Figure 1. Placed cells, one color a class.
Fill, decap, tap and diode cells in gray.
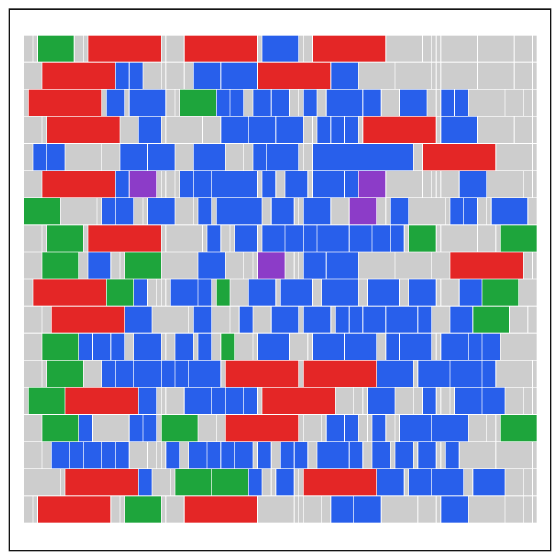
Figure 2. Routed metal per tile.
11 x 11 tiles, from dark blue (low) to red (high), scaled to the fullest tile. Values are wire area over tile area, all layers added.
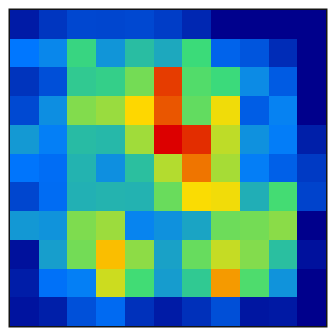
Figure 3. Placement view.
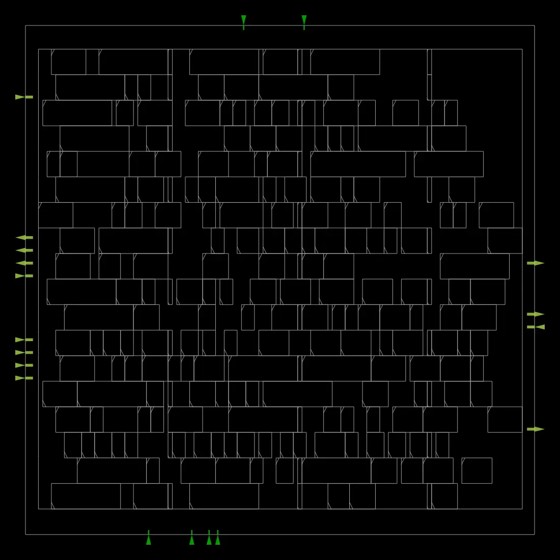
Figure 4. Wires at chosen ports, followed through buffers.
The bar under the picture is 20 um long.
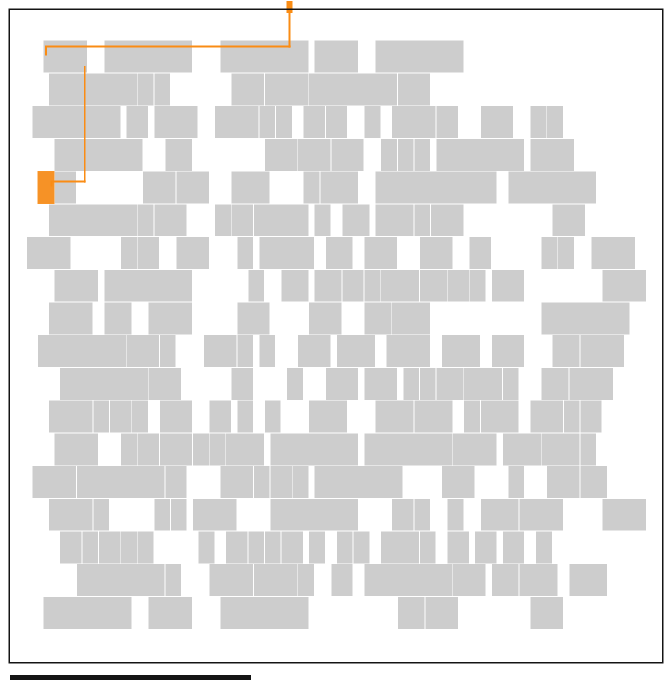
==> src/rtl/scan_index_sequencer.sv <==
// ============================================================================
// scan_index_sequencer: steps a 3-bit decoder index through masked slots
// Revision: 1.0
// ============================================================================
`default_nettype none

module scan_index_sequencer #(
    parameter int DWELL = 4,
    parameter int CW    = 8
) (
    input  logic       clk,
    input  logic       rst,
    input  logic       start,
    input  logic       stop,
    input  logic       cont,
    input  logic [7:0] mask,
    output logic [2:0] idx,
    output logic       idx_valid,
    output logic       busy,
    output logic       done
);

    typedef enum logic [0:0] {
        S_IDLE = 1'b0,
        S_SCAN = 1'b1
    } state_t;

    localparam logic [CW-1:0] C_RELOAD = CW'(DWELL - 1);

    state_t          r_state;
    logic [7:0]      r_mask;
    logic            r_cont;
    logic [CW-1:0]   r_cnt;

    logic [7:0]      w_start_slots;
    logic [7:0]      w_scan_slots;
    logic [2:0]      w_first_start;
    logic [2:0]      w_first_scan;
    logic [2:0]      w_next;
    logic            w_has_next;

    // Slot i lives at mask bit 7-i; flip so slot i is bit i for the searches.
    generate
        for (genvar g = 0; g < 8; g++) begin : g_rev
            assign w_start_slots[g] = mask[7-g];
            assign w_scan_slots[g]  = r_mask[7-g];
        end
    endgenerate

    // Descending loops leave the lowest qualifying slot as the final winner.
    always_comb begin
        w_first_start = 3'd0;
        w_first_scan  = 3'd0;
        w_next        = 3'd0;
        w_has_next    = 1'b0;
        for (int i = 7; i >= 0; i--) begin
            if (w_start_slots[i]) begin
                w_first_start = 3'(i);
            end
            if (w_scan_slots[i]) begin
                w_first_scan = 3'(i);
            end
            if (w_scan_slots[i] && (3'(i) > idx)) begin
                w_next     = 3'(i);
                w_has_next = 1'b1;
            end
        end
    end

    always_ff @(posedge clk) begin
        if (rst) begin
            r_state   <= S_IDLE;
            r_mask    <= 8'd0;
            r_cont    <= 1'b0;
            r_cnt     <= '0;
            idx       <= 3'd0;
            idx_valid <= 1'b0;
            busy      <= 1'b0;
            done      <= 1'b0;
        end else begin
            done <= 1'b0;
            case (r_state)
                S_IDLE: begin
                    if (start) begin
                        if (mask != 8'd0) begin
                            r_mask    <= mask;
                            r_cont    <= cont;
                            r_cnt     <= C_RELOAD;
                            idx       <= w_first_start;
                            idx_valid <= 1'b1;
                            busy      <= 1'b1;
                            r_state   <= S_SCAN;
                        end else begin
                            done <= 1'b1;
                        end
                    end
                end
                S_SCAN: begin
                    if (stop) begin
                        idx_valid <= 1'b0;
                        busy      <= 1'b0;
                        r_state   <= S_IDLE;
                    end else if (r_cnt != '0) begin
                        r_cnt <= r_cnt - 1'b1;
                    end else if (w_has_next) begin
                        idx   <= w_next;
                        r_cnt <= C_RELOAD;
                    end else if (r_cont) begin
                        idx   <= w_first_scan;
                        r_cnt <= C_RELOAD;
                    end else begin
                        idx_valid <= 1'b0;
                        busy      <= 1'b0;
                        done      <= 1'b1;
                        r_state   <= S_IDLE;
                    end
                end
                default: begin
                    r_state <= S_IDLE;
                end
            endcase
        end
    end

endmodule

`default_nettype wire

==> config.mk <==
export PLATFORM = sky130hd
export DESIGN_NAME = scan_index_sequencer
export DESIGN_NICKNAME = d
export VERILOG_FILES = /design/src/rtl/scan_index_sequencer.sv
export SDC_FILE = /design/constraint.sdc
export NUM_CORES = 1
export LEC_CHECK = 0
export CAP_MARGIN = 30
export CORE_UTILIZATION = 54
export CTS_CLUSTER_SIZE = 28
export DETAILED_ROUTE_END_ITERATION = 16
export HOLD_SLACK_MARGIN = 0.02
export PLACE_DENSITY = 0.78
export RECOVER_POWER = 100
export SYNTH_ARGS = -nofsm -noshare
export SYNTH_HDL_FRONTEND = slang
export SYNTH_SLANG_ARGS = --single-unit
==> constraint.sdc <==
create_clock -name clk -period 3.13 [get_ports clk]
set_clock_uncertainty 0.15 [all_clocks]
set_input_delay 0.313 -clock clk [delete_from_list [all_inputs] [get_ports clk]]
set_output_delay 0.313 -clock clk [all_outputs]
set_load 0.02 [all_outputs]
==> impl_metrics.toml <==
# synthesis and place-and-route metrics
[synthesis]
ys_top_cells_by_count = "sky130_fd_sc_hd__nand2_1 (30), sky130_fd_sc_hd__dfxtp_1 (23), sky130_fd_sc_hd__nor2_1 (20)"
yosys_cells = 190
ys_chip_area_sq_um = 1470
ys_warn_count = 0
numSynthFlops = 23
top_cell = "sky130_fd_sc_hd__nand2_1"
async_sr_flop_fraction = 0
synth_cell_types = 47
flop_cell = "sky130_fd_sc_hd__dfxtp_1"
yosys-top-cells-area = "sky130_fd_sc_hd__dfxtp_1 (31%), sky130_fd_sc_hd__nand2_1 (7.7%), sky130_fd_sc_hd__a21oi_1 (5.4%), sky130_fd_sc_hd__nor2_1 (5.1%), sky130_fd_sc_hd__mux2i_1 (4.1%)"

[routing]
met3RoutedLength_um = 284
detailroute.wirelength.met2_um = 1650
route.final.wire_length_um = 3680
final_antenna_net_count = 0
top_layer_used = "met4"
route.detailed.wl_per_inst_um = 15.6

[flow_run]
warnings = 27
cap_viol_max_count = 0

[worst_setup_path]
timing.reg2reg.setup_slack_ns = 0.34
critical_path.reg2reg.endpoint = "r_cnt[3]$_SDFFE_PP0P_"
crit_type = "reg -> reg"
worst_path_largest_cell_delay_ns = 0.62
crit_path_end = "r_cnt[3]$_SDFFE_PP0P_"
timing.rr.start = "r_cnt[2]$_SDFFE_PP0P_"
reg2reg_depth = 5
worst_ep_required_time_ns = 3.20
worst_ep_arrival_ns = 2.86
setup.worst_path.start = "r_cnt[2]$_SDFFE_PP0P_"
timing.critical_path.cells = "or4_1 -> or4_1 -> o41ai_4 -> a2111oi_0 -> mux2i_1"
critical_path.max_fanout = 9

[grt]
antenna_found_initial = 0
grt_first_pass_wirelength_um = 5950
use_met1 = 0.393
grtUsageTotal = 0.283
grt_most_used_layer = "met2"
grt_remaining_overflow = 0
number_of_global_route_vias_before_repair = 1298
grt_use_met2 = 0.435
grt_start_max_net_pins = 32

[final_timing]
finalHoldViolCount = 0
timing.final.ws_setup_ns = 0.339
achievable-frequency_ghz = 0.358
maxSlewHeadroom = 0.345
layout_worst_path_cycle_share = 0.892
tightest_pin_transition_ns = 0.980
drv_slew = 0
fin_setup_tns_ns = 0
fin_hold_ws_ns = 0.368
rsz0062_at_grt = "false"

[floorplan]
fp.dieH_um = 54.2
ios = 19
die-width_um = 54.2

[status]
status = "finished clean"

[clock_tree]
cts-buffers-inserted = 3
cts.repair_timing.setup_buffer_count = 0
clk_root_buffer_cell = "sky130_fd_sc_hd__clkbuf_4"
cts.hold.buffers_added = 0
cts_buffer_depth = 2
clkSlewWorstSetupHoldPaths_ns = 0.15
post_cts.resized_instances = 0

[placed_design]
place_area_sq_um = 1670
gp_congestion = 0.876
dp_hpwl_um = 2660
dp_worst_setup_slack_ns = 0.454
place_inst = 232

[power_and_ir_drop]
power.ir.vdd_worst_v = 0.000419
fin_total_pwr_mw = 0.734

[min_path]
timing.hold.worst.class = "reg -> reg"
holdCritStartpoint = "r_cont$_SDFFE_PP0P_"
holdPathEnd = "r_cont$_SDFFE_PP0P_"
hold_depth = 2

[cells_and_area]
drive_gt1_frac = 0.0631
finish.net_count = 222
final_area_sq_um = 1680
antenna_cells = 0
## Picture notes: Figure 1
- blue: all other logic (cells 157)
- green: other buffers and delay cells (cells 22)
- red: flip-flops (cells 23)
- purple: clock drivers and dummy loads (cells 4)

## Picture notes: Figure 2
- densest ninth of the die: center
- tiles over half the peak: 29%
- nearly empty tiles: 8.3%
- emptiest ninth of the die: north-east
- mean over tiles: 0.20
- fullest tile: 0.58

## Picture notes: Figure 3
number of well taps: 30
Core Util, Final: 0.667
area of the core: 2520 sq um
number of cell rows: 18

## Picture notes: Figure 4
- orange: `cont` (bits 1; direction input; edge north; end cells 1; buffers 1; wire 36.3 um)

[critical path: cells and delay by family (launching register included)]
kind / cells / cell delay [ns]
AND-OR/OR-AND: 2 / 0.76
AND/OR/NAND/NOR: 2 / 1.22
multiplexers: 1 / 0.17
flip-flops: 1 / 0.38
[report_power, final]
group	internal (mW)	switching, mW
logic	0.0984	0.128
clock network	0.0491	0.105
registers	0.317	0.0369
[area by class of cell]
cell class                 count  area [sq um]
multi-input combinational    148           917
clock buffer                   3          22.5
fill                         232           841
sequential                    23           460
timing repair buffer          22           203
clock inverter                 1          7.51
tap                           30          37.5
inverter                       9          33.8
[logic make-up after synthesis]
logic type	count (synthesis)	share of synthesized area
DFF	23	0.313
buffers and inverters	19	0.0536
adders and majority gates	2	0.0170
and+or+nand+nor	85	0.296
AOI/OAI and AO/OA	55	0.280
muxes	6	0.0408
